## src/rtl/image_invert_accelerator.sv

```systemverilog
`timescale 1ns/1ps
`default_nettype none
// ============================================================================
//  Module      : image_invert_accelerator
//  Description : Memory-initiator accelerator that streams a 352x288 8-bit
//                greyscale image (four pixels per 32-bit word) out of a
//                single-port memory, writes the per-pixel inverse
//                (255 - p) into a second region, then raises finish.
//  Revision    : 1.0  initial release
// ============================================================================
module image_invert_accelerator #(
    parameter int WORDS    = 25344,
    parameter int OUT_BASE = 25344
) (
    input  logic        clk,
    input  logic        reset,
    input  logic        start,
    output logic        finish,
    output logic        en,
    output logic        we,
    output logic [15:0] addr,
    output logic [31:0] dataW,
    input  logic [31:0] dataR
);

    // State encoding
    localparam logic [1:0] c_IDLE  = 2'd0;
    localparam logic [1:0] c_READ  = 2'd1;
    localparam logic [1:0] c_WRITE = 2'd2;
    localparam logic [1:0] c_DONE  = 2'd3;

    localparam logic [15:0] c_LAST_IDX = 16'(WORDS - 1);
    localparam logic [15:0] c_OUT_BASE = 16'(OUT_BASE);

    logic [1:0]  r_state;
    logic [1:0]  w_state_next;
    logic [15:0] r_idx;
    logic [15:0] w_idx_next;

    // State and word counter; reset acts immediately so the Moore-decoded
    // memory strobes drop without waiting for a clock edge.
    always_ff @(posedge clk or posedge reset) begin
        if (reset) begin
            r_state <= c_IDLE;
            r_idx   <= '0;
        end else begin
            r_state <= w_state_next;
            r_idx   <= w_idx_next;
        end
    end

    // Next-state logic and Moore output decode (outputs never look at start).
    // The memory registers its read data, so a word read in READ is on dataR
    // during the following WRITE cycle, where it is inverted and stored.
    always_comb begin
        w_state_next = r_state;
        w_idx_next   = r_idx;
        finish       = 1'b0;
        en           = 1'b0;
        we           = 1'b0;
        addr         = '0;
        dataW        = '0;
        case (r_state)
            c_IDLE: begin
                if (start) begin
                    w_state_next = c_READ;
                    w_idx_next   = '0;
                end
            end
            c_READ: begin
                en           = 1'b1;
                addr         = r_idx;
                w_state_next = c_WRITE;
            end
            c_WRITE: begin
                en    = 1'b1;
                we    = 1'b1;
                addr  = r_idx + c_OUT_BASE;
                // Bitwise invert is 255 - p in every byte lane, no carries.
                dataW = ~dataR;
                if (r_idx == c_LAST_IDX) begin
                    w_state_next = c_DONE;
                end else begin
                    w_idx_next   = r_idx + 16'd1;
                    w_state_next = c_READ;
                end
            end
            c_DONE: begin
                finish = 1'b1;
                // A new job requires start to drop first.
                if (!start) begin
                    w_state_next = c_IDLE;
                    w_idx_next   = '0;
                end
            end
            default: begin
                w_state_next = c_IDLE;
                w_idx_next   = '0;
            end
        endcase
    end

endmodule
`default_nettype wire

```

## config.mk

```make
export PLATFORM = sky130hd
export DESIGN_NAME = image_invert_accelerator
export DESIGN_NICKNAME = d
export VERILOG_FILES = /design/src/rtl/image_invert_accelerator.sv
export SDC_FILE = /design/constraint.sdc
export NUM_CORES = 1
export LEC_CHECK = 0
export CAP_MARGIN = 20
export CELL_PAD_IN_SITES_DETAIL_PLACEMENT = 0
export CELL_PAD_IN_SITES_GLOBAL_PLACEMENT = 1
export CORE_UTILIZATION = 29
export DETAILED_ROUTE_END_ITERATION = 8
export PLACE_DENSITY = 0.95
export RECOVER_POWER = 100
export SYNTH_ARGS = -nofsm -noshare
export SYNTH_HDL_FRONTEND = slang
export SYNTH_SLANG_ARGS = --single-unit
```

## constraint.sdc

```tcl
create_clock -name clk -period 5.4 [get_ports clk]
set_input_delay 1.62 -clock clk [delete_from_list [all_inputs] [get_ports clk]]
set_output_delay 1.62 -clock clk [all_outputs]
set_load 0.02 [all_outputs]
```

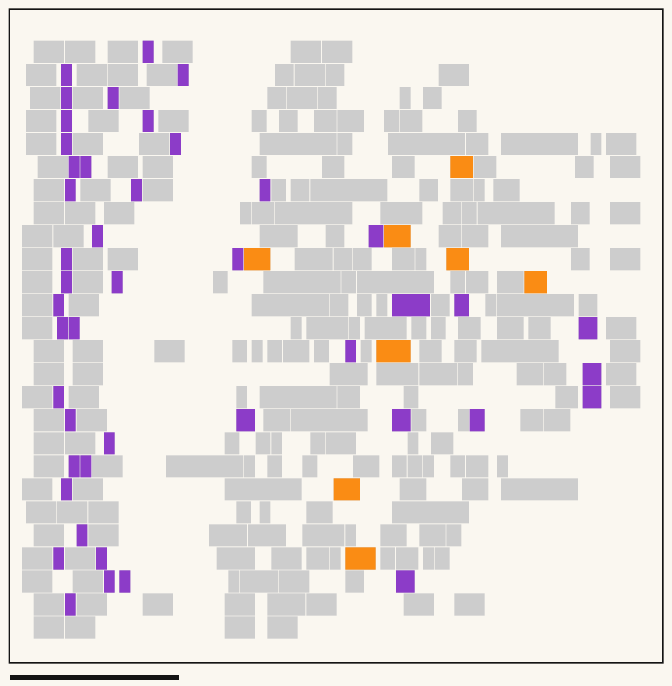
Figure 1: selected gate families.
Scale bar: 20 microns.
- AND-OR and OR-AND gates: orange (cells 8; most used o21a_1)
- NOR gates: purple (cells 45; most used nor2_1)

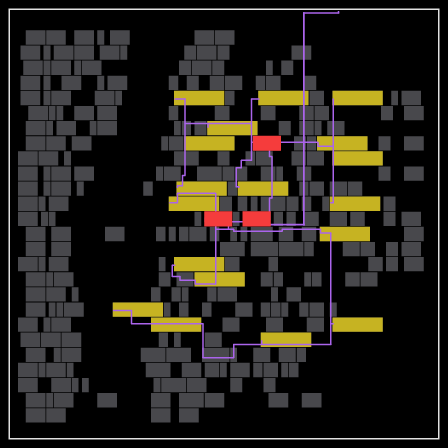
Figure 2: clock network drawn from the DEF.
- flip-flops: yellow (count 18)
- clock wires: purple (length 308 microns)
- cells driving clock nets: red (count 3)
- routed clock nets: 4

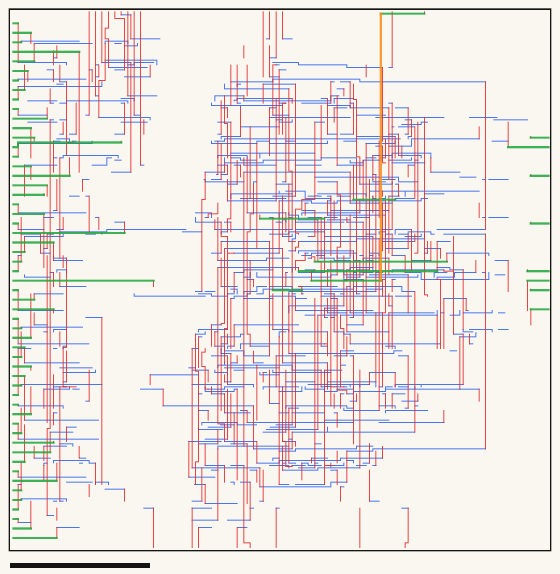
Figure 3: signal wires by layer.
Scale bar: 20 microns.
- met4: orange (wire length 38.1 microns)
- met2: red (wire length 2,310 microns)
- met3: green (wire length 278 microns)
- met1: blue (wire length 2,110 microns)

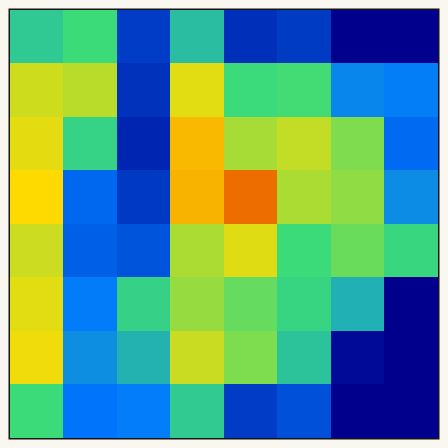
Figure 4: cell area per tile.
The die is cut into 8 by 8 equal tiles; dark blue is low, red is high, 0 to 100% covered.
- emptiest ninth of the die: bottom right
- mean over tiles: 41%
- nearly empty tiles: 9.4%
- fullest tile: 88%
- tiles over 75% full: 6.2%
- densest ninth of the die: middle

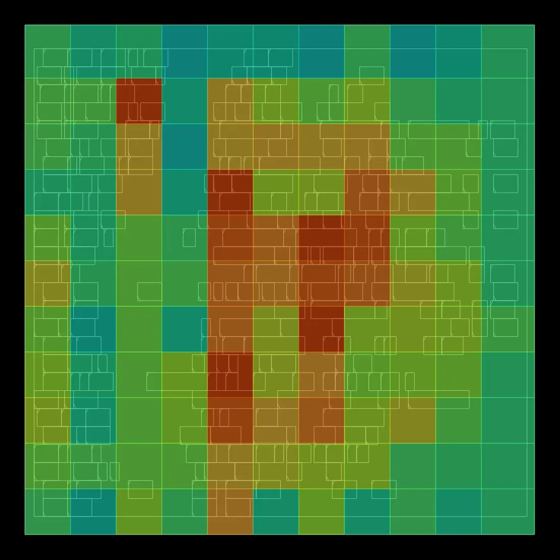
Figure 5: routing congestion map.
Overall Global Routing Usage: 0.1611
final core occ: 0.4786
post-detailed-route wirelength per cell: 13.43 microns

==> results.txt <==
run metrics: final setup vio count 0, Comb gates 167, fill count 543, clock group share of total power 0.138, Seq. pwr 0.169 mW, Post-CTS Hold Fix Bufs 0, status complete, but fails checks, Hold Crit Depth 1, TNS Setup 0 ns, logic share of the area 0.4122, CP max stage delay 2.22 ns, yosys warning tally 0, post-synthesis sequential area ratio 0.2759, PortBufs 85, most frequent cells in the layout dlygate4sd3_1, nor2_1, clkdlybuf4s50_1, o21ai_0, dfrtp_1, Slew Limit Headroom -0.9324, H-tree level count 1, Top pwr grp combinational logic, setup bufs post-CTS 0, Critical R2R Capture r_idx[2], Die Ht 77.04 microns, combinational power 0.551 mW, Top logic family simple AND/OR/NAND/NOR gates, Worst EP arrival 4.80 ns, grt met3 use 0.02143, Tightest Hold Check Type flop to flop, clk buf depth 2, cycle use final 0.8680, most instantiated logic cell after routing dlygate4sd3_1, FF/Latch Area 450.4 sq um, failing checks max-capacitance violations, max-slew violations, Clock buf/inv share 0.02183, GR Overflow Total 0, grt met1 use 0.2017, RSZ-0062 raised after global routing no, Post-synth mux share 0.006130, antenna cells 0, R2R setup slack 0.71 ns, yosys xor share 0.02682, largest net degree at the start of global routing 33, Worst Hold Launch r_idx[6], Slew Viols, Final 21, Max Cap Viol 1, Synth Instances 214, worst skew pair latency 0.26 ns, clock root cell clkbuf_8, DP Area 0.002489 sq mm, area fraction in compound gates 0.2291, post-synthesis register bit count 18, Flop pwr share 0.202, Setup crit start kind flop, first drt pass iteration count 4, Final Hold Fails 0, Post-CTS Resized 0, Largest register FFs 16, ys cells 214, total die size 0.005934 sq mm, Final Power 0.8362 mW, Layout Cells excl Fill 353, pwr/cell area 331.5 mW/mm^2, wire length on met2 2314 microns, number of cells on the critical path 7, Mapped Area 0.001633 sq mm, Most common reg cell dfrtp_1, Static Leak 1.100 nW, largest registers r_idx x16, r_state x2, Int Power 0.4168 mW, Critical Path RT 5.52 ns, tap cells 70, Crit path buffers/inverters 2, top cells by count nor2_1, o21ai_0, dfrtp_1, nand2_1, clkbuf_1, Routed Antenna Nets 0, Clock transition at path regs 0.08 ns, Nets 328, DRT met1 WL 2111 microns, Seq area share 0.1786
No activity file was given, so power comes from the tool's default toggle rates.
